`src/rtl/branch_redirect_ctrl_pkg.sv`:
```
// Shared definitions for the ID-stage branch redirect controller.
// Contents: PC-select encodings, FSM state encoding, default stall limit.
package branch_redirect_ctrl_pkg;

  localparam logic [1:0] PC_SEL_SEQ    = 2'b00;
  localparam logic [1:0] PC_SEL_JUMP   = 2'b01;
  localparam logic [1:0] PC_SEL_BRANCH = 2'b10;
  localparam logic [1:0] PC_SEL_JR     = 2'b11;

  typedef enum logic [1:0] {
    IDLE     = 2'd0,
    STALL    = 2'd1,
    REDIRECT = 2'd2
  } state_t;

  localparam int unsigned DEFAULT_MAX_STALL = 3;

endpackage

```
`src/rtl/branch_operand_hazard.sv`:
```
// Combinational source-operand hazard detect for an ID-stage control transfer.
// Ports:
//   id_xfer, id_uses_rt, id_rs, id_rt : ID instruction and its source registers
//   ex_reg_write, ex_dst              : EX-stage producer (ALU or load)
//   mem_mem_read, mem_dst             : MEM-stage load
//   hazard                            : operand not yet available to ID
// ALU results sitting in MEM are forwarded to ID, so only loads hazard there.
// Register 0 never hazards.
module branch_operand_hazard #(
  parameter int unsigned REG_W = 5
) (
  input  logic             id_xfer,
  input  logic             id_uses_rt,
  input  logic [REG_W-1:0] id_rs,
  input  logic [REG_W-1:0] id_rt,
  input  logic             ex_reg_write,
  input  logic [REG_W-1:0] ex_dst,
  input  logic             mem_mem_read,
  input  logic [REG_W-1:0] mem_dst,
  output logic             hazard
);

  logic rs_hit;
  logic rt_hit;

  assign rs_hit = (|id_rs) &&
                  ((ex_reg_write && (ex_dst == id_rs)) || (mem_mem_read && (mem_dst == id_rs)));
  assign rt_hit = (|id_rt) &&
                  ((ex_reg_write && (ex_dst == id_rt)) || (mem_mem_read && (mem_dst == id_rt)));

  assign hazard = id_xfer && (rs_hit || (id_uses_rt && rt_hit));

endmodule

```
`src/rtl/branch_redirect_ctrl.sv`:
```
// ID-stage branch/jump redirect sequencing controller.
// Stalls the front end while a branch/jr operand is unavailable, latches the
// resolved PC-select code and target, then issues a one-cycle redirect that
// flushes IF/ID and bubbles ID/EX.
// Ports:
//   Clk, Reset                      : clock, async active-high reset
//   id_*, ex_*, mem_*               : ID transfer info and producer fields
//   pc_sel, redirect_target         : PC mux select and latched target
//   pc_write, ifid_write            : PC / IF-ID enables (low while stalling)
//   ifid_flush, idex_bubble         : pipeline clear / NOP insert
//   stall_err                       : sticky, a stall lasted MAX_STALL cycles
//   redirect_cnt, stall_cyc_cnt     : saturating statistics
// Optional macro BRANCH_STATS_EN: enables the statistics counters; when undefined
// the counter outputs are tied to zero and no counter flops exist.
// MAX_STALL must be at least 1.
module branch_redirect_ctrl
  import branch_redirect_ctrl_pkg::*;
#(
  parameter int unsigned MAX_STALL = DEFAULT_MAX_STALL,
  parameter int unsigned CNT_W     = 16,
  parameter int unsigned REG_W     = 5
) (
  input  logic             Clk,
  input  logic             Reset,
  input  logic             id_xfer,
  input  logic [1:0]       id_sel_op,
  input  logic [31:0]      id_target,
  input  logic             id_uses_rt,
  input  logic [REG_W-1:0] id_rs,
  input  logic [REG_W-1:0] id_rt,
  input  logic             ex_reg_write,
  input  logic [REG_W-1:0] ex_dst,
  input  logic             mem_mem_read,
  input  logic [REG_W-1:0] mem_dst,
  output logic [1:0]       pc_sel,
  output logic [31:0]      redirect_target,
  output logic             pc_write,
  output logic             ifid_write,
  output logic             ifid_flush,
  output logic             idex_bubble,
  output logic             stall_err,
  output logic [CNT_W-1:0] redirect_cnt,
  output logic [CNT_W-1:0] stall_cyc_cnt
);

  localparam int unsigned     SN_W   = $clog2(MAX_STALL + 1);
  localparam logic [SN_W-1:0] SN_MAX = SN_W'(MAX_STALL);

  state_t          state;
  logic [1:0]      sel_reg;
  logic [SN_W-1:0] stall_n;
  logic [SN_W-1:0] stall_n_nxt;
  logic            hazard;
  logic            stall_now;

  branch_operand_hazard #(
    .REG_W(REG_W)
  ) u_hazard (
    .id_xfer     (id_xfer),
    .id_uses_rt  (id_uses_rt),
    .id_rs       (id_rs),
    .id_rt       (id_rt),
    .ex_reg_write(ex_reg_write),
    .ex_dst      (ex_dst),
    .mem_mem_read(mem_mem_read),
    .mem_dst     (mem_dst),
    .hazard      (hazard)
  );

  // id_* is wrong-path during REDIRECT, so a hazard there is ignored.
  assign stall_now = (state != REDIRECT) && hazard;

  // Stall length including the current cycle, saturating at MAX_STALL.
  always_comb begin
    stall_n_nxt = SN_W'(1);
    if (state == STALL) begin
      stall_n_nxt = (stall_n == SN_MAX) ? stall_n : stall_n + 1'b1;
    end
  end

  // Stall outputs are Mealy on hazard; Reset forces the reset values at once.
  always_comb begin
    pc_sel      = PC_SEL_SEQ;
    pc_write    = 1'b1;
    ifid_write  = 1'b1;
    ifid_flush  = 1'b0;
    idex_bubble = 1'b0;
    if (!Reset) begin
      if (state == REDIRECT) begin
        pc_sel      = sel_reg;
        ifid_flush  = 1'b1;
        idex_bubble = 1'b1;
      end else if (stall_now) begin
        pc_write    = 1'b0;
        ifid_write  = 1'b0;
        idex_bubble = 1'b1;
      end
    end
  end

  always_ff @(posedge Clk or posedge Reset) begin
    if (Reset) begin
      state           <= IDLE;
      sel_reg         <= PC_SEL_SEQ;
      redirect_target <= '0;
      stall_n         <= '0;
      stall_err       <= 1'b0;
    end else begin
      case (state)
        IDLE, STALL: begin
          if (hazard) begin
            state   <= STALL;
            stall_n <= stall_n_nxt;
            if (stall_n_nxt == SN_MAX) begin
              stall_err <= 1'b1;
            end
          end else begin
            stall_n <= '0;
            if (id_xfer && (id_sel_op != PC_SEL_SEQ)) begin
              state           <= REDIRECT;
              sel_reg         <= id_sel_op;
              redirect_target <= id_target;
            end else begin
              state <= IDLE;
            end
          end
        end
        REDIRECT: state <= IDLE;
        default:  state <= IDLE;
      endcase
    end
  end

`ifdef BRANCH_STATS_EN
  logic [CNT_W-1:0] redirect_cnt_q;
  logic [CNT_W-1:0] stall_cyc_cnt_q;

  always_ff @(posedge Clk or posedge Reset) begin
    if (Reset) begin
      redirect_cnt_q  <= '0;
      stall_cyc_cnt_q <= '0;
    end else begin
      if ((state == REDIRECT) && (redirect_cnt_q != '1)) begin
        redirect_cnt_q <= redirect_cnt_q + 1'b1;
      end
      if (stall_now && (stall_cyc_cnt_q != '1)) begin
        stall_cyc_cnt_q <= stall_cyc_cnt_q + 1'b1;
      end
    end
  end

  assign redirect_cnt  = redirect_cnt_q;
  assign stall_cyc_cnt = stall_cyc_cnt_q;
`else
  assign redirect_cnt  = '0;
  assign stall_cyc_cnt = '0;
`endif

endmodule

```
`config.mk`:
```
export PLATFORM = sky130hd
export DESIGN_NAME = branch_redirect_ctrl
export DESIGN_NICKNAME = d
export VERILOG_FILES = /design/src/rtl/branch_redirect_ctrl_pkg.sv /design/src/rtl/branch_operand_hazard.sv /design/src/rtl/branch_redirect_ctrl.sv
export SDC_FILE = /design/constraint.sdc
export NUM_CORES = 1
export LEC_CHECK = 0
export ABC_AREA = 1
export CORE_ASPECT_RATIO = 0.6
export CORE_MARGIN = 2
export CORE_UTILIZATION = 41
export DETAILED_ROUTE_END_ITERATION = 7
export GPL_ROUTABILITY_DRIVEN = 0
export PLACE_DENSITY = 0.87
export SETUP_SLACK_MARGIN = 0.4
export SYNTH_ARGS = -nofsm -noshare
export SYNTH_HDL_FRONTEND = slang
export SYNTH_SLANG_ARGS = --single-unit
```
`constraint.sdc`:
```
create_clock -name Clk -period 3.6 [get_ports Clk]
set_input_delay 0.72 -clock Clk [delete_from_list [all_inputs] [get_ports Clk]]
set_output_delay 0.72 -clock Clk [all_outputs]
set_load 0.01 [all_outputs]
```
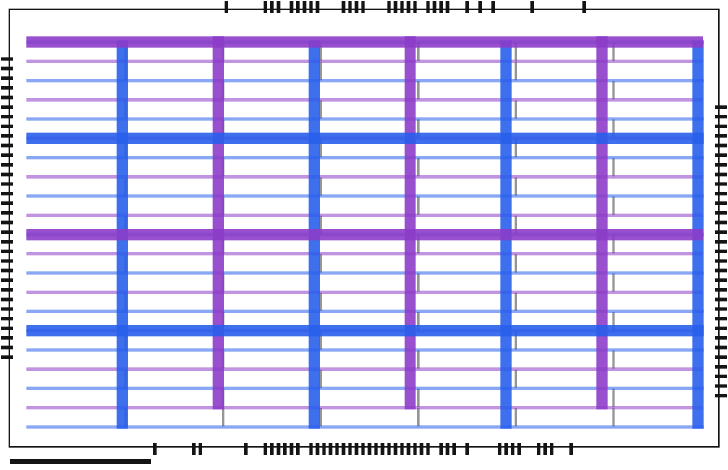
Fig. 1. Supply network (run 1).
The bar under the picture is 20 um long. Pins as bars on the die edge. Tap cells in grey.
purple -> VDD
blue -> VSS
tap cells = 66
met4 straps = 7

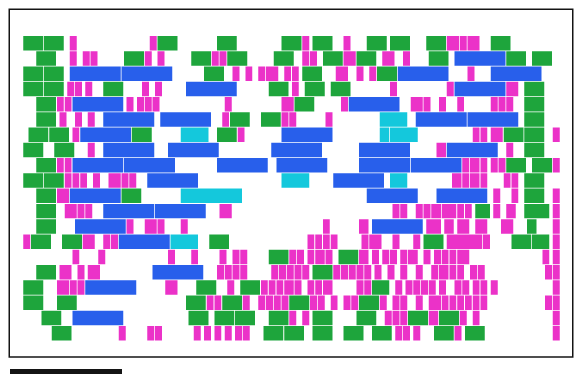
Fig. 2. Cell classes on the final placement (run 1).
The bar under the picture is 20 um long.
blue -> sequential cells  # cells 39
green -> remaining buffers and delay cells  # cells 99
magenta -> remaining logic cells  # cells 266
cyan -> clock drivers and dummy loads  # cells 8
Post-Layout Inst Area: 0.003258 mm^2
fin util: 62.60%
Core Region: 0.005205 mm^2
FP Rows: 20
sequential cell area share: 29.95%

==> flow_metrics.tcl, run 1 <==
# collected from the flow reports
set metrics [dict create \
    syn_to_final_growth_pct 43.39 \
    r2r.worst_path.cells 7 \
    vias_per_cell 4.385 \
    mux_share_pct 0 \
    sw_frac_of_total_pct 30.08 \
    startpoint_type "input pin" \
    antenna_found_initial 0 \
    endpoint "pc_write" \
    hp-class "flip-flop to flip-flop" \
    ys_warn_count 0 \
    edf_count 0 \
    path_clk_slew_ps 70 \
    nFillCells 473 \
    top_usage_layer "met2" \
    warnings 26 \
    largest_reg_flops 32 \
    ys_sh_simple_pct 36.51 \
    drc 0 \
    crit_top_cell "nand2_1" \
    drv_cap 0 \
    top_cells_by_count "nand2_1 (143), dfrtp_1 (39), buf_4 (36)" \
    cp_top_family "buffers and inverters" \
    rsz0062_at_grt "false" \
    placed_area_mm2 0.003148 \
    h-tree-depth 2 \
    crit_start "ex_dst[3]" \
    grt_overflow_total 0 \
    syn_inst 313 \
    ys_area_mm2 0.002272 \
    cp.arrival_ps 2300 \
    status "finished clean" \
    dr_wl_met3_um 491 \
    hold-path-endpoint "stall_err" \
    pre_cts_slack_ps 174.6 \
    initCoreUtil_pct 43.65 \
    p_leak_nw 1.709 \
    ys_async_sr_fraction_pct 100.0 \
    die_h_um 61.67 \
    cts_inserted_buffers 5 \
    setup.worst_path.class "input pin to output pin" \
    hold_depth 1 \
    powerClk_w 0.000359 \
]
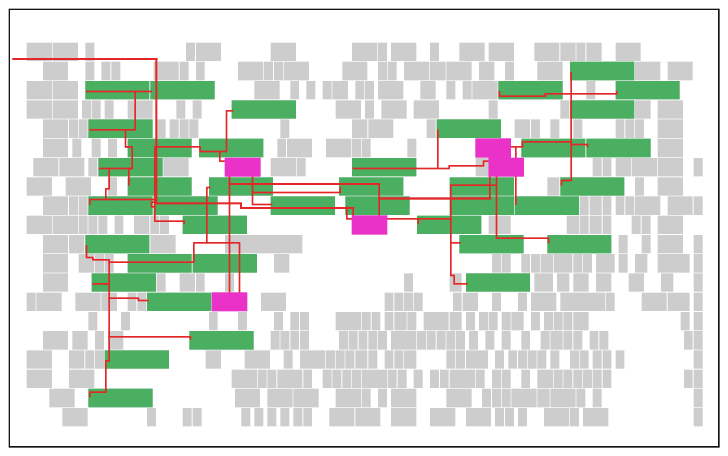
Fig. 3. Clock network drawn from the DEF (run 1).
red -> clock wires  # length 490 um
magenta -> clock-net drivers  # count 5
green -> flip-flops  # count 39
routed clock nets = 6

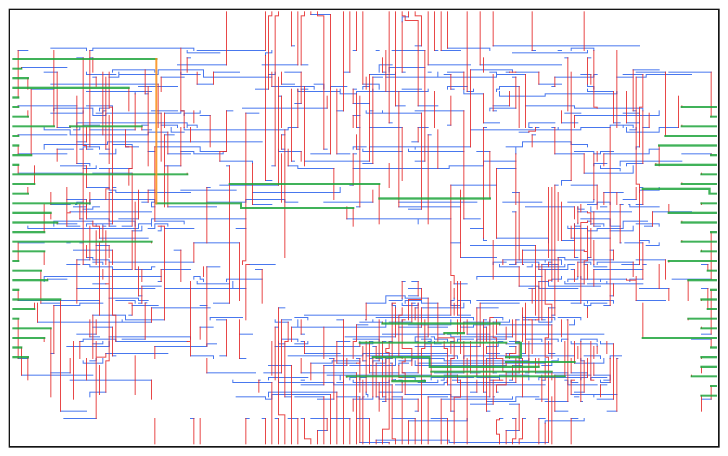
Fig. 4. Wiring by layer (run 1).
orange -> M4  # wire length 20.4 um
green -> M3  # wire length 491 um
blue -> M1  # wire length 2630 um
red -> M2  # wire length 2560 um

Fig. 5: run 1, routing congestion map
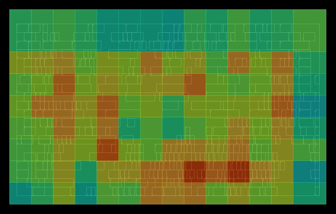

==> inputs of run 2 (changes only) <==
CORE_UTILIZATION = 35   (was 41)
PLACE_DENSITY = 0.79   (was 0.87)
clock period = 2.4 ns   (was 3.6 ns; I/O delays follow)
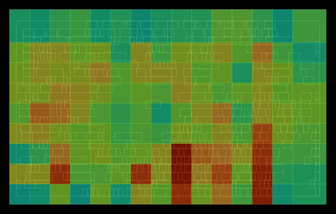
Fig. 6. Routing congestion map (run 2).
gr usage total: 17.27%
met1 global-route usage: 23.93%

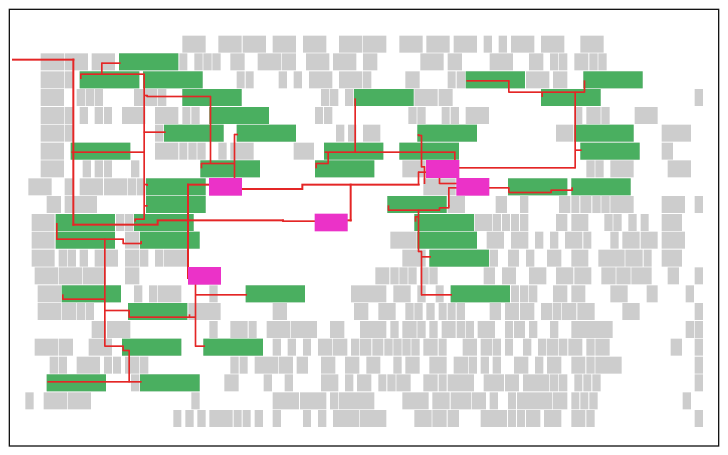
Fig. 7. Clock network drawn from the DEF (run 2).
green -> flip-flops  # count 39
red -> clock wires  # length 478 um
magenta -> clock-net drivers  # count 5
routed clock nets = 6
Late-Pin Clk Latency: 280 ps
Clk pwr share: 23.4%

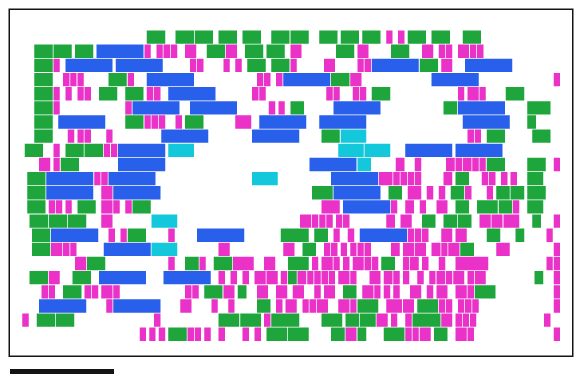
Fig. 8. Cell classes on the final placement (run 2).
The bar under the picture is 20 um long.
magenta -> remaining logic cells  # cells 266
blue -> sequential cells  # cells 39
green -> remaining buffers and delay cells  # cells 117
cyan -> clock drivers and dummy loads  # cells 8
FP Rows: 22
Post-Layout Inst Area: 0.003505 mm^2
Core Region: 0.006193 mm^2
sequential cell area share: 27.85%
fin util: 56.59%

==> run 2 against run 1 <==
Effect of this change: area after synthesis unchanged; clock skew shrank 3.3 ps; register-to-register slack got worse by 720 ps; power grew 49%; die area up 16%; global-route usage down 2.3 points; non-clock buffer count is 18 higher; cell count is 7.5% higher; worst hold slack worse by 55 ps; wire length grew 8.1%; combinational power up 61%; flip-flop count stayed put; largest cell class is now non-clock buffers; highest routed layer unchanged.
==> flow_metrics.tcl, run 2 <==
# collected from the flow reports
set metrics [dict create \
    status "finished clean" \
    placed_area_mm2 0.003264 \
    top_usage_layer "met2" \
    cts_inserted_buffers 5 \
    nFillCells 589 \
    drc 0 \
    setup.worst_path.class "input pin to output pin" \
    pre_cts_slack_ps -454.6 \
    dr_wl_met3_um 583 \
    path_clk_slew_ps 70 \
    initCoreUtil_pct 36.69 \
    cp.arrival_ps 1510 \
    die_h_um 66.41 \
    vias_per_cell 4.226 \
    sw_frac_of_total_pct 30.72 \
    syn_inst 313 \
    rsz0062_at_grt "true" \
    drv_cap 0 \
    ys_area_mm2 0.002272 \
    hp-class "input pin to async pin" \
    warnings 28 \
    ys_warn_count 0 \
    r2r.worst_path.cells 7 \
    p_leak_nw 1.833 \
    ys_async_sr_fraction_pct 100.0 \
]
Fig. 9: run 2, wiring by layer
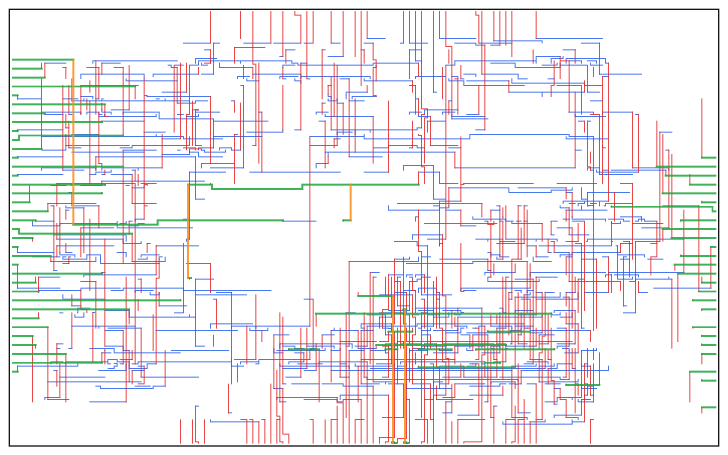

==> inputs of run 3 (changes only) <==
clock period = 1.8 ns   (was 2.4 ns; I/O delays follow)
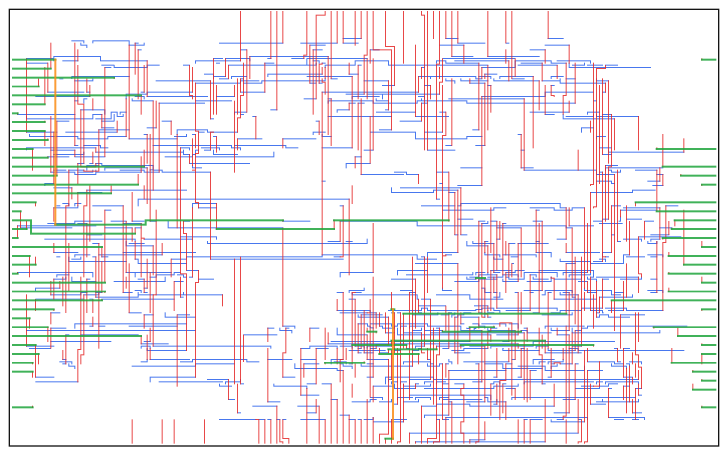
Fig. 10. Wiring by layer (run 3).
red -> M2  # wire length 2930 um
green -> M3  # wire length 620 um
blue -> M1  # wire length 2990 um
orange -> M4  # wire length 44.9 um
wire per inst: 12.42 um
WL final: 6.583 mm
gr usage total: 18.36%
Vias: 2267

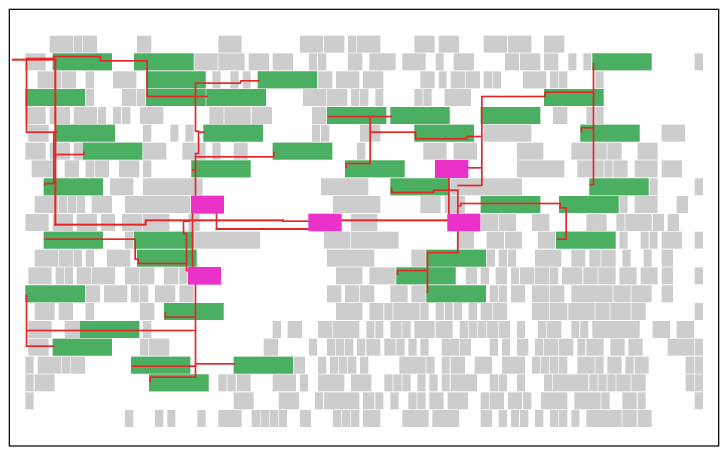
Fig. 11. Clock network drawn from the DEF (run 3).
Clk pwr share: 25.3%
Worst Skew: 10.49 ps

==> run 3 against run 2 <==
Effect of this change: power up 42%; area after synthesis unchanged; synthesized cell count unchanged; worst hold slack worse by 29 ps; largest cell class unchanged; global-route usage up 1.1 points; sequential share of layout area down 2.4 points.
==> flow_metrics.tcl, run 3 <==
# collected from the flow reports
set metrics [dict create \
    core_mm2 0.006193 \
    cp_top_family "simple AND/OR/NAND/NOR gates" \
    stdcell_area_mm2 0.003829 \
    hp-class "input pin to async pin" \
    rows 22 \
    ys_async_sr_fraction_pct 100.0 \
    cp.arrival_ps 1360 \
    endpoint "idex_bubble" \
    utilization_pct 61.82 \
    crit_top_cell "nand2_2" \
    status "finished clean" \
    h-tree-depth 2 \
    dr_wl_met3_um 620 \
    startpoint_type "input pin" \
    top_usage_layer "met2" \
    sh_seq_area_pct 25.49 \
    pre_cts_slack_ps -799.1 \
    rsz0062_at_grt "true" \
    clock_latency_ps 290 \
    drv_cap 0 \
    placed_area_mm2 0.003281 \
    r2r.worst_path.cells 10 \
    gr-usage-met1_pct 25.09 \
    vias_per_cell 4.277 \
]
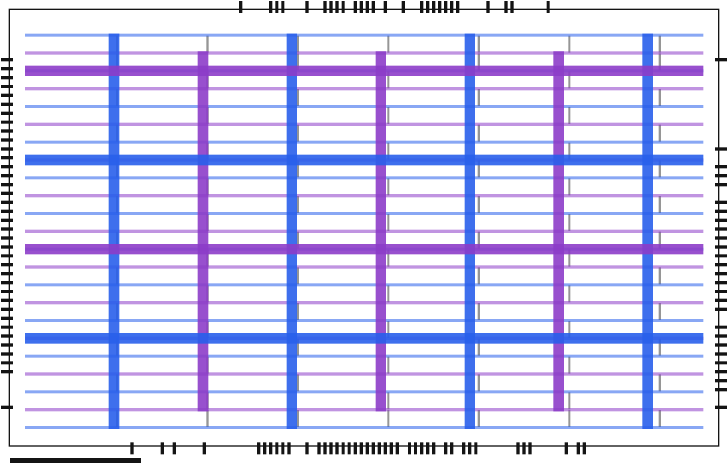
Fig. 12. Supply network (run 3).
The bar under the picture is 20 um long. Pins as bars on the die edge. Tap cells in grey.
purple -> VDD
blue -> VSS
rows = 22
met5 straps = 4
tap cells = 84
signal pins = 131
met1 rails = 23
die width: 108.0 um
Die Ht: 66.41 um

Power and IR drop assume default switching activity.
